**Wires at chosen ports, followed through buffers**

(3 px per um)
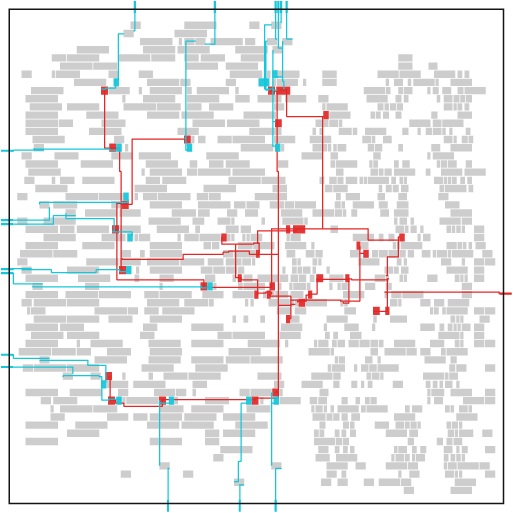
**Routed metal per tile**

(2 px per um) 33 x 33 tiles, from white (low) to dark blue (high), scaled to the fullest tile. Values are wire area over tile area, all layers added.
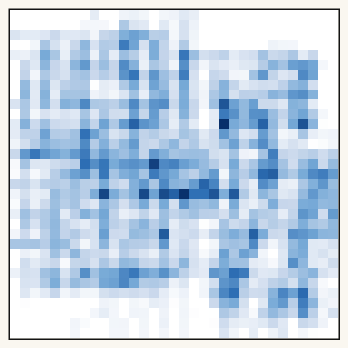
==> config.mk <==
export PLATFORM = sky130hd
export DESIGN_NAME = move_seq
export DESIGN_NICKNAME = d
export VERILOG_FILES = /design/src/rtl/ktour_pkg.sv /design/src/rtl/cmd_fifo.sv /design/src/rtl/move_seq.sv
export SDC_FILE = /design/constraint.sdc
export NUM_CORES = 1
export LEC_CHECK = 0
export CAP_MARGIN = 25
export CORE_MARGIN = 2
export CORE_UTILIZATION = 35
export CTS_BUF_LIST = sky130_fd_sc_hd__clkbuf_8
export DETAILED_ROUTE_END_ITERATION = 10
export GPL_TIMING_DRIVEN = 0
export PLACE_DENSITY_LB_ADDON = 0.08
export SLEW_MARGIN = 20
export SYNTH_ARGS = -nofsm -noshare
export SYNTH_HDL_FRONTEND = slang
export SYNTH_SLANG_ARGS = --single-unit
==> constraint.sdc <==
create_clock -name clk -period 4.1 [get_ports clk]
set_input_delay 0.615 -clock clk [delete_from_list [all_inputs] [get_ports clk]]
set_output_delay 0.615 -clock clk [all_outputs]
set_load 0.005 [all_outputs]
==> src/rtl/ktour_pkg.sv <==
// Shared definitions for the move sequencer: acknowledge byte, move opcodes,
// and the sequencer state encoding.
package ktour_pkg;

    localparam logic [7:0] POS_ACK = 8'hA5;

    // Move-command opcodes carried in the upper nibble of a command word
    localparam logic [3:0] OP_NOP    = 4'h0;
    localparam logic [3:0] OP_MOVE_N = 4'h1;
    localparam logic [3:0] OP_MOVE_S = 4'h2;
    localparam logic [3:0] OP_MOVE_E = 4'h3;
    localparam logic [3:0] OP_MOVE_W = 4'h4;
    localparam logic [3:0] OP_HOME   = 4'hF;

    typedef enum logic [2:0] {
        ST_IDLE,
        ST_SEND,
        ST_WAIT_SNT,
        ST_WAIT_RESP,
        ST_DONE
    } move_seq_state_t;

    function automatic logic is_pos_ack(input logic [7:0] b);
        return b == POS_ACK;
    endfunction

endpackage

==> src/rtl/cmd_fifo.sv <==
// Show-ahead command queue: head always presents the oldest word.
// A push while full is accepted only when a pop happens in the same cycle.
module cmd_fifo
    import ktour_pkg::*;
#(
    parameter int DEPTH = 8,
    parameter int CMD_W = 16
) (
    input  logic             clk,
    input  logic             rst,
    input  logic             push,
    input  logic [CMD_W-1:0] din,
    input  logic             pop,
    output logic [CMD_W-1:0] head,
    output logic             full,
    output logic             empty
);

    localparam int AW = $clog2(DEPTH);
    localparam int CW = $clog2(DEPTH + 1);

    logic [CMD_W-1:0] mem [DEPTH];
    logic [AW-1:0]    rd_ptr_reg;
    logic [AW-1:0]    wr_ptr_reg;
    logic [CW-1:0]    count_reg;
    logic             do_push;
    logic             do_pop;

    assign full    = (count_reg == CW'(DEPTH));
    assign empty   = (count_reg == '0);
    assign do_pop  = pop && !empty;
    assign do_push = push && (!full || do_pop);
    assign head    = mem[rd_ptr_reg];

    always_ff @(posedge clk) begin
        if (do_push) begin
            mem[wr_ptr_reg] <= din;
        end
    end

    // Pointers are exactly log2(DEPTH) bits wide, so they wrap on their own.
    always_ff @(posedge clk) begin
        if (rst) begin
            rd_ptr_reg <= '0;
            wr_ptr_reg <= '0;
            count_reg  <= '0;
        end else begin
            if (do_push) wr_ptr_reg <= wr_ptr_reg + AW'(1);
            if (do_pop)  rd_ptr_reg <= rd_ptr_reg + AW'(1);
            case ({do_push, do_pop})
                2'b10:   count_reg <= count_reg + CW'(1);
                2'b01:   count_reg <= count_reg - CW'(1);
                default: count_reg <= count_reg;
            endcase
        end
    end

endmodule

==> src/rtl/move_seq.sv <==
// Issues queued move commands to RemoteComm one at a time and tallies the replies.
// Define MOVE_SEQ_STOP_ON_ERR_EN to halt in DONE on the first failed command.
module move_seq
    import ktour_pkg::*;
#(
    parameter int DEPTH   = 8,
    parameter int TMO_CYC = 30000000,
    parameter int CMD_W   = 16
) (
    input  logic                               clk,
    input  logic                               rst,
    input  logic                               push,
    input  logic [CMD_W-1:0]                   push_cmd,
    input  logic                               start,
    input  logic                               clr_stat,
    output logic [CMD_W-1:0]                   cmd,
    output logic                               snd_cmd,
    input  logic                               cmd_snt,
    input  logic                               resp_rdy,
    input  logic [7:0]                         resp,
    output logic                               full,
    output logic                               empty,
    output logic                               busy,
    output logic                               done,
    output logic [$clog2(DEPTH+1)+8-1:0]       pass_cnt,
    output logic [$clog2(DEPTH+1)+8-1:0]       fail_cnt,
    output logic                               tmo_err,
    output logic                               ovf_err,
    output logic [7:0]                         last_resp
);

    localparam int CNT_W = $clog2(DEPTH + 1) + 8;
    localparam int TMO_W = $clog2(TMO_CYC + 1);

    move_seq_state_t  state_reg;
    move_seq_state_t  state_next;
    move_seq_state_t  retire_dest;
    logic [CMD_W-1:0] head;
    logic [CMD_W-1:0] cmd_reg;
    logic [TMO_W-1:0] tmo_cnt_reg;
    logic [CNT_W-1:0] pass_cnt_reg;
    logic [CNT_W-1:0] fail_cnt_reg;
    logic             tmo_err_reg;
    logic             ovf_err_reg;
    logic [7:0]       last_resp_reg;
    logic             pop;
    logic             in_wait;
    logic             resp_take;
    logic             tmo_fire;
    logic             is_fail;
    logic             retire;

    cmd_fifo #(
        .DEPTH (DEPTH),
        .CMD_W (CMD_W)
    ) u_fifo (
        .clk   (clk),
        .rst   (rst),
        .push  (push),
        .din   (push_cmd),
        .pop   (pop),
        .head  (head),
        .full  (full),
        .empty (empty)
    );

    assign pop       = (state_reg == ST_SEND);
    assign in_wait   = (state_reg == ST_WAIT_SNT) || (state_reg == ST_WAIT_RESP);
    assign resp_take = in_wait && resp_rdy;
    // A response in the expiry cycle wins over the timeout.
    assign tmo_fire  = in_wait && !resp_rdy && (tmo_cnt_reg == TMO_W'(TMO_CYC));
    assign is_fail   = tmo_fire || (resp_take && !is_pos_ack(resp));
    assign retire    = resp_take || tmo_fire;

    always_ff @(posedge clk) begin
        if (rst) begin
            state_reg <= ST_IDLE;
        end else begin
            state_reg <= state_next;
        end
    end

    always_comb begin
        retire_dest = empty ? ST_DONE : ST_SEND;
`ifdef MOVE_SEQ_STOP_ON_ERR_EN
        if (is_fail) begin
            retire_dest = ST_DONE;
        end
`endif
    end

    always_comb begin
        state_next = state_reg;
        case (state_reg)
            ST_IDLE: begin
                if (start && !empty) state_next = ST_SEND;
            end
            ST_SEND: begin
                state_next = ST_WAIT_SNT;
            end
            ST_WAIT_SNT: begin
                if (retire)       state_next = retire_dest;
                else if (cmd_snt) state_next = ST_WAIT_RESP;
            end
            ST_WAIT_RESP: begin
                if (retire) state_next = retire_dest;
            end
            ST_DONE: begin
                if (clr_stat)   state_next = ST_IDLE;
                else if (start) state_next = empty ? ST_IDLE : ST_SEND;
            end
            default: state_next = ST_IDLE;
        endcase
    end

    always_comb begin
        snd_cmd = (state_reg == ST_SEND);
        busy    = (state_reg == ST_SEND) || in_wait;
        done    = (state_reg == ST_DONE);
        cmd     = (state_reg == ST_SEND) ? head : cmd_reg;
    end

    // Cycle count since SEND: SEND loads 1, so expiry lands TMO_CYC cycles after it.
    always_ff @(posedge clk) begin
        if (rst) begin
            cmd_reg     <= '0;
            tmo_cnt_reg <= '0;
        end else if (state_reg == ST_SEND) begin
            cmd_reg     <= head;
            tmo_cnt_reg <= TMO_W'(1);
        end else if (in_wait && (tmo_cnt_reg != TMO_W'(TMO_CYC))) begin
            tmo_cnt_reg <= tmo_cnt_reg + TMO_W'(1);
        end
    end

    always_ff @(posedge clk) begin
        if (rst || clr_stat) begin
            pass_cnt_reg  <= '0;
            fail_cnt_reg  <= '0;
            tmo_err_reg   <= 1'b0;
            ovf_err_reg   <= 1'b0;
            last_resp_reg <= '0;
        end else begin
            if (resp_take) begin
                last_resp_reg <= resp;
            end
            if (resp_take && !is_fail && (pass_cnt_reg != '1)) begin
                pass_cnt_reg <= pass_cnt_reg + CNT_W'(1);
            end
            if (is_fail && (fail_cnt_reg != '1)) begin
                fail_cnt_reg <= fail_cnt_reg + CNT_W'(1);
            end
            if (tmo_fire) begin
                tmo_err_reg <= 1'b1;
            end
            if (push && full && !pop) begin
                ovf_err_reg <= 1'b1;
            end
        end
    end

    assign pass_cnt  = pass_cnt_reg;
    assign fail_cnt  = fail_cnt_reg;
    assign tmo_err   = tmo_err_reg;
    assign ovf_err   = ovf_err_reg;
    assign last_resp = last_resp_reg;

endmodule

==> impl_metrics.toml <==
# yosys + openroad results
[worst_setup_path]
cp-end-kind = "output pin"
worst_ep_arrival_time_ns = 3.17
r2r-start = "state_reg[2]"
crit_fanout = 10
critPathKind = "reg -> out"
start_kind = "flip-flop"
r2r_cells = 8
r2r_slack_ns = 0.69
rr_endpoint = "u_fifo.mem[5][1]"
required_ns = 3.48
critPathCapture = "cmd[12]"

[synthesis]
synth_area_per_cell_um2 = 13.00
synthTopCellsByArea = "edfxtp_1 (43%), dfxtp_1 (20%), mux4_2 (8.0%)"
synth_area_leader_cell = "edfxtp_1"
ys_seq_share_pct = 63.06
yosysUniqueCellTypes = 52
synthesis.nets = 731
ys.warnings.count = 0
synth-edff-count = 128
synth_area_um2 = 8985
synth_top_area_share_pct = 42.78
synth.cellmix.simpleShare_pct = 14.05
yosys-top-cells-count = "edfxtp_1 (128), dfxtp_1 (91), nand2_1 (62), nor2_1 (48), a21oi_1 (34)"
logic_family = "simple AND/OR/NAND/NOR gates"
ff_type = "edfxtp_1"
ys_chip_area_um2 = 8985
ys_cells = 691
fa_ha_area_share_pct = 1.337
synth-xor-area-share_pct = 2.924
ys.flops = 219
aoi_share_pct = 6.308
async_reset_ff_share_pct = 0
top_cell = "edfxtp_1"
mux_area_share_pct = 10.26
syn_inst = 691

[run_status]
status = "finished, final reports clean"

[timing]
finalHoldViolCount = 0
fmax_mhz = 264.3
fin_crit_ns = 3.783
setup_viol = 0
fin_skew_ns = 0.02756
drv_slew = 0
slew_headroom_pct = 33.21
rsz0062_at_grt = "false"
fin_crit_sh_pct = 92.27
finalWorstSetupSlack_ns = 0.3169
tightest_slew_ns = 1.002

[place]
place_congestion = 0.7836
pre_cts_ws_ns = 0.6420
post-dp-hpwl_mm = 14.95

[job]
maxCapViolCount = 0
warning_count = 27

[clock_tree]
path_clk_slew_ns = 0.06
root_buffer = "clkbuf_8"
clk_path_buf_depth = 3
postCtsSetupBuffers = 0
htree_levels = 2
numCtsBuffers = 40
clock-sinks = 219
cts_tree = "built"
insertion_delay_ns = 0.55

[grt]
grt_max_degree = 12
grt_pass1_vias = 6191
grt_overflow_total = 0
antenna_found_initial = 0
grt_pass1_wl_mm = 33.51

[layout]
syn_to_final_growth_pct = 24.97
finish.net_count = 876
drive_gt1_share_pct = 15.08
final-seq-area_um2 = 5665
diodes = 0
largest_reg_flops = 128
logic_area_um2 = 3174
final_core_util_pct = 44.59
final.fill_count = 2276

[hold_path]
holdCritPathClass = "reg -> reg"

[floorplan]
fp_util_pct = 35.68
rows = 58
fp.dieH_um = 164.2
core-area_um2 = 25180
chip_area_um2 = 26970
die_w_um = 164.2

[route]
vias_per_cell = 5.098
first_pass_iters = 4
drtAntennaViolNets = 0
post-route-drc-count = 0
first_iter_violations = 329

[power]
peakVddDrop_v = 0.0002420
power.density_nw_per_um2 = 502.2
p_leak_nw = 3.662
-- 'wires at chosen ports, followed through buffers' (at the start) --
| port | color | bits | direction | edge | end cells | wire |
|---|---|---|---|---|---|---|
| rst | red | 1 | input | right | 36 | 806 um |
| cmd | cyan | 16 | output | 7 left, 6 top, 3 bottom | 16 | 702 um |
IO Port Bufs: 84
IO Pins: 86

-- 'routed metal per tile' (at the start) --
nearly empty tiles: 16%
tiles over half the peak: 14%
fullest tile: 0.48
mean over tiles: 0.13
densest ninth of the die: middle
overall routing resource usage: 16.30%
via count: 6,077
drt total wl: 21.53 mm
WL/cell: 18.06 um

## stage by stage
step	power, mW	cell area (um^2)	hold WS [ns]	setup TNS (ns)	instances
2_1_floorplan	3.199	8985	0.4527	0	691
3_3_place_gp	3.680	10240	0.4438	-100.99	1105
3_5_place_dp	3.726	10460	0.4475	0	1124
4_1_cts	5.735	11230	0.4555	0	1192
5_1_grt	5.957	11230	0.4728	0	1192
6_report	5.639	11230	0.4548	0	1192
## repair_timing
| item | 4_1_cts | 5_1_grt |
|---|---|---|
| hold buffers | 0 | 0 |
| setup endpoints to repair | 0 | 15 |
| resized | 0 | 5 |
## cell usage in the layout, fill, tap and decap left out, types with 3 or more instances in the layout
cell	instances
mux4_2	32
or4_1	8
and3_1	4
nor4_1	9
o211ai_1	8
nor4b_1	5
nand3_1	19
nor3_2	3
edfxtp_1	128
clkbuf_8	47
xnor2_1	16
ha_1	8
buf_4	5
or3_1	15
o31ai_1	6
xor2_1	14
nand2_1	62
mux2i_1	19
buf_6	11
and4_1	4
o21ai_0	32
clkinv_1	3
clkdlybuf4s50_1	84
nor2_1	47
nor3_1	7
clkbuf_1	25
dfxtp_1	91
and2_1	3
nor2b_1	19
a21oi_1	34
nand4_1	16
a21o_1	3
inv_1	25
buf_2	8
## cells by family after synthesis
kind of cell / Yosys count
adders and majority gates: 9
muxes: 52
AOI/OAI and AO/OA: 96
DFF: 219
xor gates and xnor gates: 30
buffers and inverters: 45
and+or+nand+nor: 240
## metal layers
layer  part of all wire, %  vias up  global-route usage [%]
li1                      -     2896                       -
met1                    44     2997                   21.19
met2                    48      151                   27.22
met3                   5.5       33                   3.586
met4                   1.7        0                   5.024
met5                     0        -                       0
## how the worst min path moves through the flow
| stage | depth (start not counted) | start | to | slack, ns |
|---|---|---|---|---|
| 2_1_floorplan | 2 | last_resp[0] | last_resp[0] | 0.45 |
| 3_3_place_gp | 2 | last_resp[3] | last_resp[3] | 0.44 |
| 3_5_place_dp | 2 | last_resp[7] | last_resp[7] | 0.45 |
| 4_1_cts | 2 | last_resp[3] | last_resp[3] | 0.46 |
| 5_1_grt | 2 | last_resp[3] | last_resp[3] | 0.47 |
| 6_report | 2 | last_resp[2] | last_resp[2] | 0.45 |
## critical path: stages, from the launching register on
cell and delay [ns]:
dfxtp_1 0.30, clkbuf_1 0.45, clkbuf_1 0.80, mux2i_1 0.16
o21ai_0 0.34, clkdlybuf4s50_1 0.58
## layout make-up
type                    count  area share (%)
plain buffers              33           1.270
clock buffers              47           5.761
clock inverters            21           1.092
inverters                  12          0.4012
multi-input cells         427           28.27
flip-flops and latches    219           50.46
well taps                 330           3.677
repair buffers            103           9.071
## power breakdown
part / leakage (nW) / switching, mW / internal (mW)
registers: 1.90 / 0.0594 / 2.46
logic: 1.32 / 0.600 / 0.545
clock network: 0.446 / 0.874 / 1.10
Power is estimated from default activity; no workload was simulated.
